File: config.mk
export PLATFORM = sky130hd
export DESIGN_NAME = ice40_reset_seq_flat
export DESIGN_NICKNAME = d
export VERILOG_FILES = /design/src/rtl/ice40_reset_seq_pkg.sv /design/src/rtl/ice40_reset_seq_if.sv /design/src/rtl/ice40_reset_timer.sv /design/src/rtl/ice40_reset_seq.sv /design/src/flat_wrapper.sv
export SDC_FILE = /design/constraint.sdc
export NUM_CORES = 1
export LEC_CHECK = 0
export ABC_CLOCK_PERIOD_IN_PS = 1610
export CAP_MARGIN = 5
export CELL_PAD_IN_SITES_DETAIL_PLACEMENT = 0
export CELL_PAD_IN_SITES_GLOBAL_PLACEMENT = 1
export CORE_MARGIN = 2
export CORE_UTILIZATION = 39
export DETAILED_ROUTE_END_ITERATION = 16
export GPL_TIMING_DRIVEN = 0
export PLACE_DENSITY = 0.83
export SLEW_MARGIN = 20
export SYNTH_ARGS = -nofsm -noshare
export SYNTH_HDL_FRONTEND = slang
export SYNTH_SLANG_ARGS = --single-unit
File: constraint.sdc
create_clock -name clk -period 1.61 [get_ports clk]
set_input_delay 0.322 -clock clk [delete_from_list [all_inputs] [get_ports clk]]
set_output_delay 0.322 -clock clk [all_outputs]
set_load 0.1 [all_outputs]
File: src/rtl/ice40_reset_seq_pkg.sv
// Shared definitions for the iCE40 reset/clock sequencing blocks.
// State encodings and constant helpers used to size counters.
package ice40_reset_seq_pkg;

    typedef enum logic [1:0] {
        S_POR  = 2'd0,
        S_HOLD = 2'd1,
        S_REL  = 2'd2,
        S_RUN  = 2'd3
    } seq_state_e;

    function automatic int clog2(input int v);
        int r;
        int x;
        r = 0;
        x = v - 1;
        while (x > 0) begin
            r = r + 1;
            x = x >> 1;
        end
        return r;
    endfunction

    function automatic int max2(input int a, input int b);
        return (a > b) ? a : b;
    endfunction

endpackage

File: src/rtl/ice40_reset_seq_if.sv
// Reset sequencer control/status bundle.
// master = the sequencer, slave = the block consuming the resets.
interface ice40_reset_seq_if #(
    parameter int N_CH = 4
);
    logic            soft_rst_req;
    logic [N_CH-1:0] rst_n_out;
    logic            por_done;
    logic            seq_busy;

    modport master (
        input  soft_rst_req,
        output rst_n_out,
        output por_done,
        output seq_busy
    );

    modport slave (
        output soft_rst_req,
        input  rst_n_out,
        input  por_done,
        input  seq_busy
    );
endinterface

File: src/rtl/ice40_reset_timer.sv
// Loadable down-counter shared by the hold and stagger phases.
// tick marks the edge on which the count reaches zero.
module ice40_reset_timer #(
    parameter int W = 2
) (
    input  logic         clk,
    input  logic         resetn,
    input  logic         load,
    input  logic [W-1:0] load_val,
    output logic         tick
);

    logic [W-1:0] cnt_q;

    always_ff @(posedge clk) begin
        if (!resetn) begin
            cnt_q <= '0;
        end else if (load) begin
            cnt_q <= load_val;
        end else if (cnt_q != '0) begin
            cnt_q <= cnt_q - 1'b1;
        end
    end

    assign tick = (cnt_q == W'(1));

endmodule

File: src/rtl/ice40_reset_seq.sv
// Power-on reset sequencer: POR delay, then staggered in-order
// release of N_CH active-low reset channels, with soft re-sequence.
module ice40_reset_seq
    import ice40_reset_seq_pkg::*;
#(
    parameter int POR_BITS    = 8,
    parameter int N_CH        = 4,
    parameter int HOLD_CYCLES = 16,
    parameter int STAGGER     = 8
) (
    input  logic                clk,
    input  logic                resetn,
    ice40_reset_seq_if.master   bus
);

    localparam int TW = clog2(max2(HOLD_CYCLES, STAGGER) + 1);
    localparam int CW = clog2(N_CH + 1);

    localparam logic [POR_BITS-1:0] POR_ALL  = {POR_BITS{1'b1}};
    localparam logic [POR_BITS-1:0] POR_LAST = POR_ALL - 1'b1;
    localparam logic [CW-1:0]       CH_LAST  = CW'(N_CH - 1);
    localparam logic [TW-1:0]       T_HOLD   = TW'(HOLD_CYCLES);
    localparam logic [TW-1:0]       T_STAG   = TW'(STAGGER);

    seq_state_e          state_q, state_d;
    logic [POR_BITS-1:0] por_q, por_d;
    logic [CW-1:0]       ch_q, ch_d;
    logic [N_CH-1:0]     rst_q, rst_d;
    logic [N_CH-1:0]     rst_shift;
    logic                done_q, done_d;
    logic                idle_q, idle_d;
    logic                tmr_load;
    logic [TW-1:0]       tmr_val;
    logic                tmr_tick;

    ice40_reset_timer #(
        .W (TW)
    ) u_timer (
        .clk      (clk),
        .resetn   (resetn),
        .load     (tmr_load),
        .load_val (tmr_val),
        .tick     (tmr_tick)
    );

    // Thermometer step: release the next channel above the released ones.
    always_comb begin
        rst_shift = '0;
        rst_shift[0] = 1'b1;
        for (int i = 1; i < N_CH; i++) begin
            rst_shift[i] = rst_q[i-1];
        end
    end

    always_comb begin
        state_d  = state_q;
        por_d    = por_q;
        ch_d     = ch_q;
        rst_d    = rst_q;
        done_d   = done_q;
        idle_d   = idle_q;
        tmr_load = 1'b0;
        tmr_val  = T_HOLD;

        unique case (state_q)
            S_POR: begin
                if (por_q != POR_ALL) begin
                    por_d = por_q + 1'b1;
                end
                if (por_q == POR_LAST) begin
                    done_d   = 1'b1;
                    state_d  = S_HOLD;
                    tmr_load = 1'b1;
                end
            end
            S_HOLD, S_REL, S_RUN: begin
                if (bus.soft_rst_req) begin
                    state_d  = S_HOLD;
                    rst_d    = '0;
                    ch_d     = '0;
                    idle_d   = 1'b0;
                    tmr_load = 1'b1;
                end else if (state_q != S_RUN && tmr_tick) begin
                    rst_d = rst_shift;
                    if (ch_q == CH_LAST) begin
                        state_d = S_RUN;
                        idle_d  = 1'b1;
                    end else begin
                        state_d  = S_REL;
                        ch_d     = ch_q + 1'b1;
                        tmr_load = 1'b1;
                        tmr_val  = T_STAG;
                    end
                end
            end
        endcase
    end

    // All reset values are zero so configuration-time init matches reset.
    always_ff @(posedge clk) begin
        if (!resetn) begin
            state_q <= S_POR;
            por_q   <= '0;
            ch_q    <= '0;
            rst_q   <= '0;
            done_q  <= 1'b0;
            idle_q  <= 1'b0;
        end else begin
            state_q <= state_d;
            por_q   <= por_d;
            ch_q    <= ch_d;
            rst_q   <= rst_d;
            done_q  <= done_d;
            idle_q  <= idle_d;
        end
    end

    assign bus.rst_n_out = rst_q;
    assign bus.por_done  = done_q;
    assign bus.seq_busy  = ~idle_q;

endmodule

File: src/flat_wrapper.sv
// flat-port wrapper written by rule: the top's interface ports become plain ports
module ice40_reset_seq_flat import ice40_reset_seq_pkg::*;
#(
    parameter int POR_BITS    = 8,
    parameter int N_CH        = 4,
    parameter int HOLD_CYCLES = 16,
    parameter int STAGGER     = 8
)
  (clk, resetn, bus_soft_rst_req, bus_rst_n_out, bus_por_done, bus_seq_busy);
  ice40_reset_seq_if #(.N_CH(N_CH)) bus_i ();
  input  logic clk;
  input  logic resetn;
  input wire logic [$bits(bus_i.soft_rst_req)-1:0] bus_soft_rst_req;
  output wire logic [$bits(bus_i.rst_n_out)-1:0] bus_rst_n_out;
  output wire logic [$bits(bus_i.por_done)-1:0] bus_por_done;
  output wire logic [$bits(bus_i.seq_busy)-1:0] bus_seq_busy;
  assign bus_i.soft_rst_req = bus_soft_rst_req;
  assign bus_rst_n_out = bus_i.rst_n_out;
  assign bus_por_done = bus_i.por_done;
  assign bus_seq_busy = bus_i.seq_busy;
  ice40_reset_seq #(.POR_BITS(POR_BITS), .N_CH(N_CH), .HOLD_CYCLES(HOLD_CYCLES), .STAGGER(STAGGER)) u_core (.clk(clk), .resetn(resetn), .bus(bus_i));
endmodule
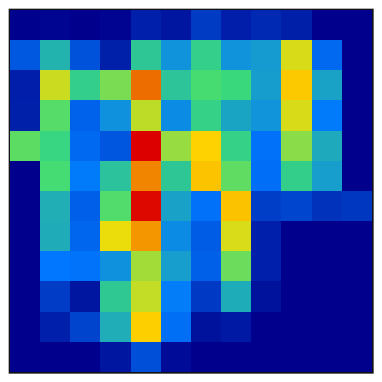
(images/route_heat.png)
Drawn at 6 px/um. 12 x 12 tiles, from dark blue (low) to red (high), scaled to the fullest tile. Values are wire area over tile area, all layers added.
The mean over all tiles is 0.12. The emptiest ninth of the die: lower right. The densest ninth of the die: center. 19% of the tiles are over half the peak. The fullest tile reaches 0.43.
detailed-route wire length: 2750 um
final routed wire length divided by cell count: 14.1 um
total vias in the final route: 1,069
Overall Global Routing Usage: 16.6%

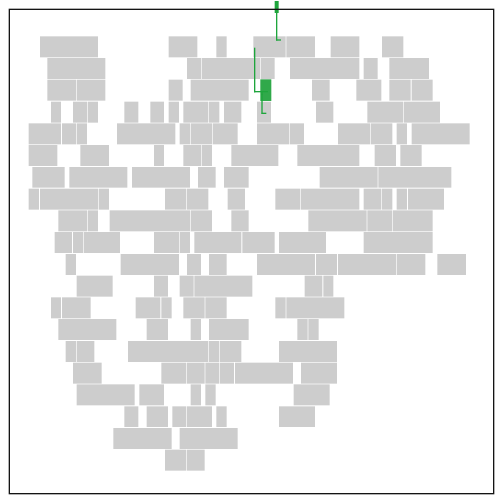
(images/port_trees.png)
Drawn at 8 px/um.
bus_seq_busy: marked green, bits 1, direction output, end cells 1, wire 14.3 um.
number of buffer cells added on primary ports: 7
boundary pin count: 9

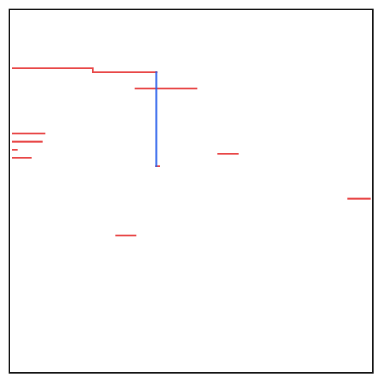
(images/layers.png)
Drawn at 6 px/um. Two of the layers only.
M4: marked blue, wire length 15.6 um. M3: marked red, wire length 58.8 um.

==> notes.md <==
Notes on the flow run.

- The run finished, with violations left.
- The checks that failed: setup timing.
- The setup slack on the worst flop-to-flop path is -140 ps, for reference.
- The CTS tree is built, for reference.
- The class of the tightest hold or removal check is input port to flop, for reference.
- The floorplan utilization is between 40% and 50%, for reference.
- The number of standard cells reported by yosys is ~140, for reference.
- The count of maximum capacitance violations is 0, for reference.
- The number of clock sinks is 24, for reference.
- Subtracting the final worst setup slack from the clock period gives ~1800 ps.
- In the synthesized netlist, the cells that appear most often are 24 x dfxtp_1, 11 x inv_1, 11 x nand2_1.
- Row generation in the floorplan step produced 20 rows.
- Looking at the clock tree report, the root buffer type is clkbuf_4.
- Synthesis produced a netlist whose cell count is between 100 and 150.
- dfxtp_1 takes more of the synthesized area than any other cell.
- The average instance in the mapped netlist occupies around 9 um^2.
- The area added between synthesis and finish is 25.6%, for reference.
- The worst hold path was traced through 3 stages.
- The post-synth tally of flip-flops with integrated enable is 0, for reference.
- The yosys synthesis warning count is 0, for reference.
- The die is just over 60 um wide.
- The share of synthesized registers carrying an async set or reset is 0%, for reference.
- STA shows the worst reg2reg path with a cell count of 5.
- Per the summary, power density relative to cell area is between 1000 and 1500 mW/mm^2.
- Setup repair after global routing could not meet its margin everywhere.
- The placed wire-length estimate is between 1500 and 2000 um, for reference.
- The number of pins with negative max-slew slack in the final report is 0, for reference.
- The pin slew with the least headroom to its limit is between 500 and 600 ps, for reference.
- The worst setup path is launched from a flop.
- The OpenROAD warning count is 32, for reference.
- The maximum frequency from static timing analysis is about 570 MHz, for reference.
- The path type of the worst setup path is flop to flop, for reference.
- The worst register-to-register path begins at u_core.u_timer.cnt_q[1].
- Per the synth log, the flip-flop and latch total comes to 24.
- The max-slew check reports its worst relative slack as between 60% and 70%.
- The critical path required time is approximately 1900 ps, for reference.
- The worst setup slack before clock tree synthesis is -260 ps, for reference.
- The number of global-route vias before repair is 1,028, for reference.
- The net count of the mapped netlist is about 150, for reference.
- The skew report gives the latency at the later pin of the worst-skew pair as slightly above 300 ps.
- In the Yosys report, the sequential cells make up roughly two fifths of the chip area.
- The commonest register cell is dfxtp_1.
- For this run, the detailed router's first-pass iteration total came to 4.
- The global router reports that the layer with the highest usage is met2.
- In this run the number of H-tree levels came out at 1.
- The number of instances in the placed design is 187, for reference.
- Setup total negative slack on the finished layout was measured at -516 ps.
- The top-area cell type share of the netlist area is approximately 39%, for reference.
- The hold violation total from the final report is 0, for reference.
- The chip area estimate from yosys synthesis is about 0.0012 mm^2, for reference.
- The leakage dissipation is about 0.55 nW, for reference.
- The maximum number of buffers from clock root to sink is 2, for reference.
- The number of standard cells in the final layout excluding fillers is 195, for reference.
- The endpoint of the worst register-to-register path is u_core.ch_q[1], for reference.
- Dividing the detail-routed via count by the number of cells gives around 5.5.
- The met2 global-route usage is between 20 and 30%, for reference.
- The ratio of final minimum period to clock period is 109%, for reference.
- The wire length of the first global-routing pass is 4510 um, for reference.
- Yosys attributes the largest share of cell area to dfxtp_1 39%, ha_1 7.1%, mux2i_1 5.7%.
- The fraction of layout cells with a size suffix above 1 is about a fifth, for reference.
- The finished design was reported to have a net count of about 160.
- The signal arrival time at the worst endpoint is 2000 ps, for reference.
- The area of the mapped netlist is ~0.0012 mm^2, for reference.
- The total of endpoints with negative setup slack in the final report is 6, for reference.
- The number of antenna violations at the first check in global routing is 0, for reference.
- Routability-driven placement finished with a final weighted congestion of approximately 0.79.
- The diode insertion count for antenna repair is 0, for reference.
- The maximum net fanout on the critical path is 4, for reference.
- The height of the die is between 60 and 70 um, for reference.
- The number of CTS-inserted buffers is 3, for reference.
- dfxtp_1 is the most common cell in the netlist.
- The hold path startpoint is resetn, for reference.
- Per the OpenROAD floorplan log, the area of the core is 0.00303 mm^2.
- The residual DRC count is 0, for reference.
- The count of hold-fix buffers inserted at cts is 0, for reference.
- The final timing report gives a worst setup slack of -142 ps.
- The met3 track demand over resource is under 10%, for reference.
## worst max path at each step
stage	start	to	depth (start not counted)
5_1_grt	u_core.u_timer.cnt_q[1]	u_core.ch_q[1]	5
4_1_cts	u_core.u_timer.cnt_q[1]	u_core.ch_q[1]	5
6_report	u_core.u_timer.cnt_q[1]	u_core.ch_q[1]	5
3_3_place_gp	bus_soft_rst_req	u_core.ch_q[1]	4
3_5_place_dp	bus_soft_rst_req	u_core.ch_q[0]	4
2_1_floorplan	u_core.u_timer.cnt_q[1]	u_core.ch_q[0]	5
## report_power, final
part / internal, mW / switching, mW
logic: 0.394 / 0.278
registers: 0.667 / 0.114
clock network: 0.138 / 0.179
## critical path: stages (launching register included)
cell	delay [ps]
dfxtp_2	350
inv_2	80
ha_4	130
or4b_4	480
or4_4	480
o22ai_2	180
## through the flow
stage | instance area [um^2] | power, mW | hold WS (ps)
final | 1560 | 1.77 | 432
after global routing | 1560 | 1.87 | 465
after CTS | 1510 | 1.71 | 428
after detailed placement | 1370 | 1.20 | 461
after global placement | 1370 | 1.18 | 440
after floorplan | 1250 | 1.10 | 439
## logic make-up (layout without fill, tap and decap cells)
kind of cell,count (synthesis),after routing,synth area share [%]
mux,8,8,6.57
simple gates,47,47,22.7
fa+ha+maj,7,7,7.07
buf+inv,17,32,5.15
flops,24,24,38.8
compound gates,30,30,17.6
xor+xnor,3,3,2.12
## flip-flops by register name (all words and copies together), names as in the netlist
signal and count:
u_core.por_q 8, u_core.u_timer.cnt_q 5, u_core.bus.rst_n_out 4, u_core.ch_q 3, u_core.state_q 2, u_core.bus.por_done 1
u_core.idle_q 1
## cell usage in the layout, fill, tap and decap left out, types with 2 or more instances in the layout
cell / n
clkdlybuf4s18_2: 3
nor3_1: 3
clkdlybuf4s15_2: 3
a211oi_1: 4
o41ai_1: 2
nand3_1: 6
buf_4: 4
ha_1: 6
a21oi_1: 6
a41oi_1: 3
xnor2_1: 2
nand3b_1: 2
nand2b_1: 4
dfxtp_1: 22
inv_1: 10
nor2_1: 4
a31oi_1: 2
nand2_1: 11
clkbuf_1: 5
nor4_1: 5
clkbuf_4: 3
or4b_4: 2
mux2i_1: 7
## per-layer routing
| metal | share of wire [%] | vias up | wire, um |
|---|---|---|---|
| met4 | 0.55 | 0 | 15 |
| li1 | - | 540 | - |
| met1 | 45 | 515 | 1230 |
| met3 | 2.1 | 2 | 58 |
| met2 | 53 | 12 | 1440 |
| met5 | 0 | - | 0 |
## what timing repair did
| action | in CTS | in global routing |
|---|---|---|
| pin swaps | 1 | 2 |
| endpoints found under the setup margin | 21 | 21 |
| gates cloned | 0 | 0 |
| resized | 28 | 11 |
| buffers inserted | 4 | 1 |
## final cells by class
cell class | instances | area (um^2) | area share, %
Timing Repair Buffer | 12 | 124 | 7.96
Inverter | 11 | 41.3 | 2.65
Tap cell | 44 | 55.1 | 3.54
Sequential cell | 24 | 485 | 31.2
Clock buffer | 4 | 36.3 | 2.33
Buffer | 5 | 18.8 | 1.21
Multi-Input combinational cell | 95 | 795 | 51.1
Power figures rest on the tool's default switching activity, not on a simulated workload.
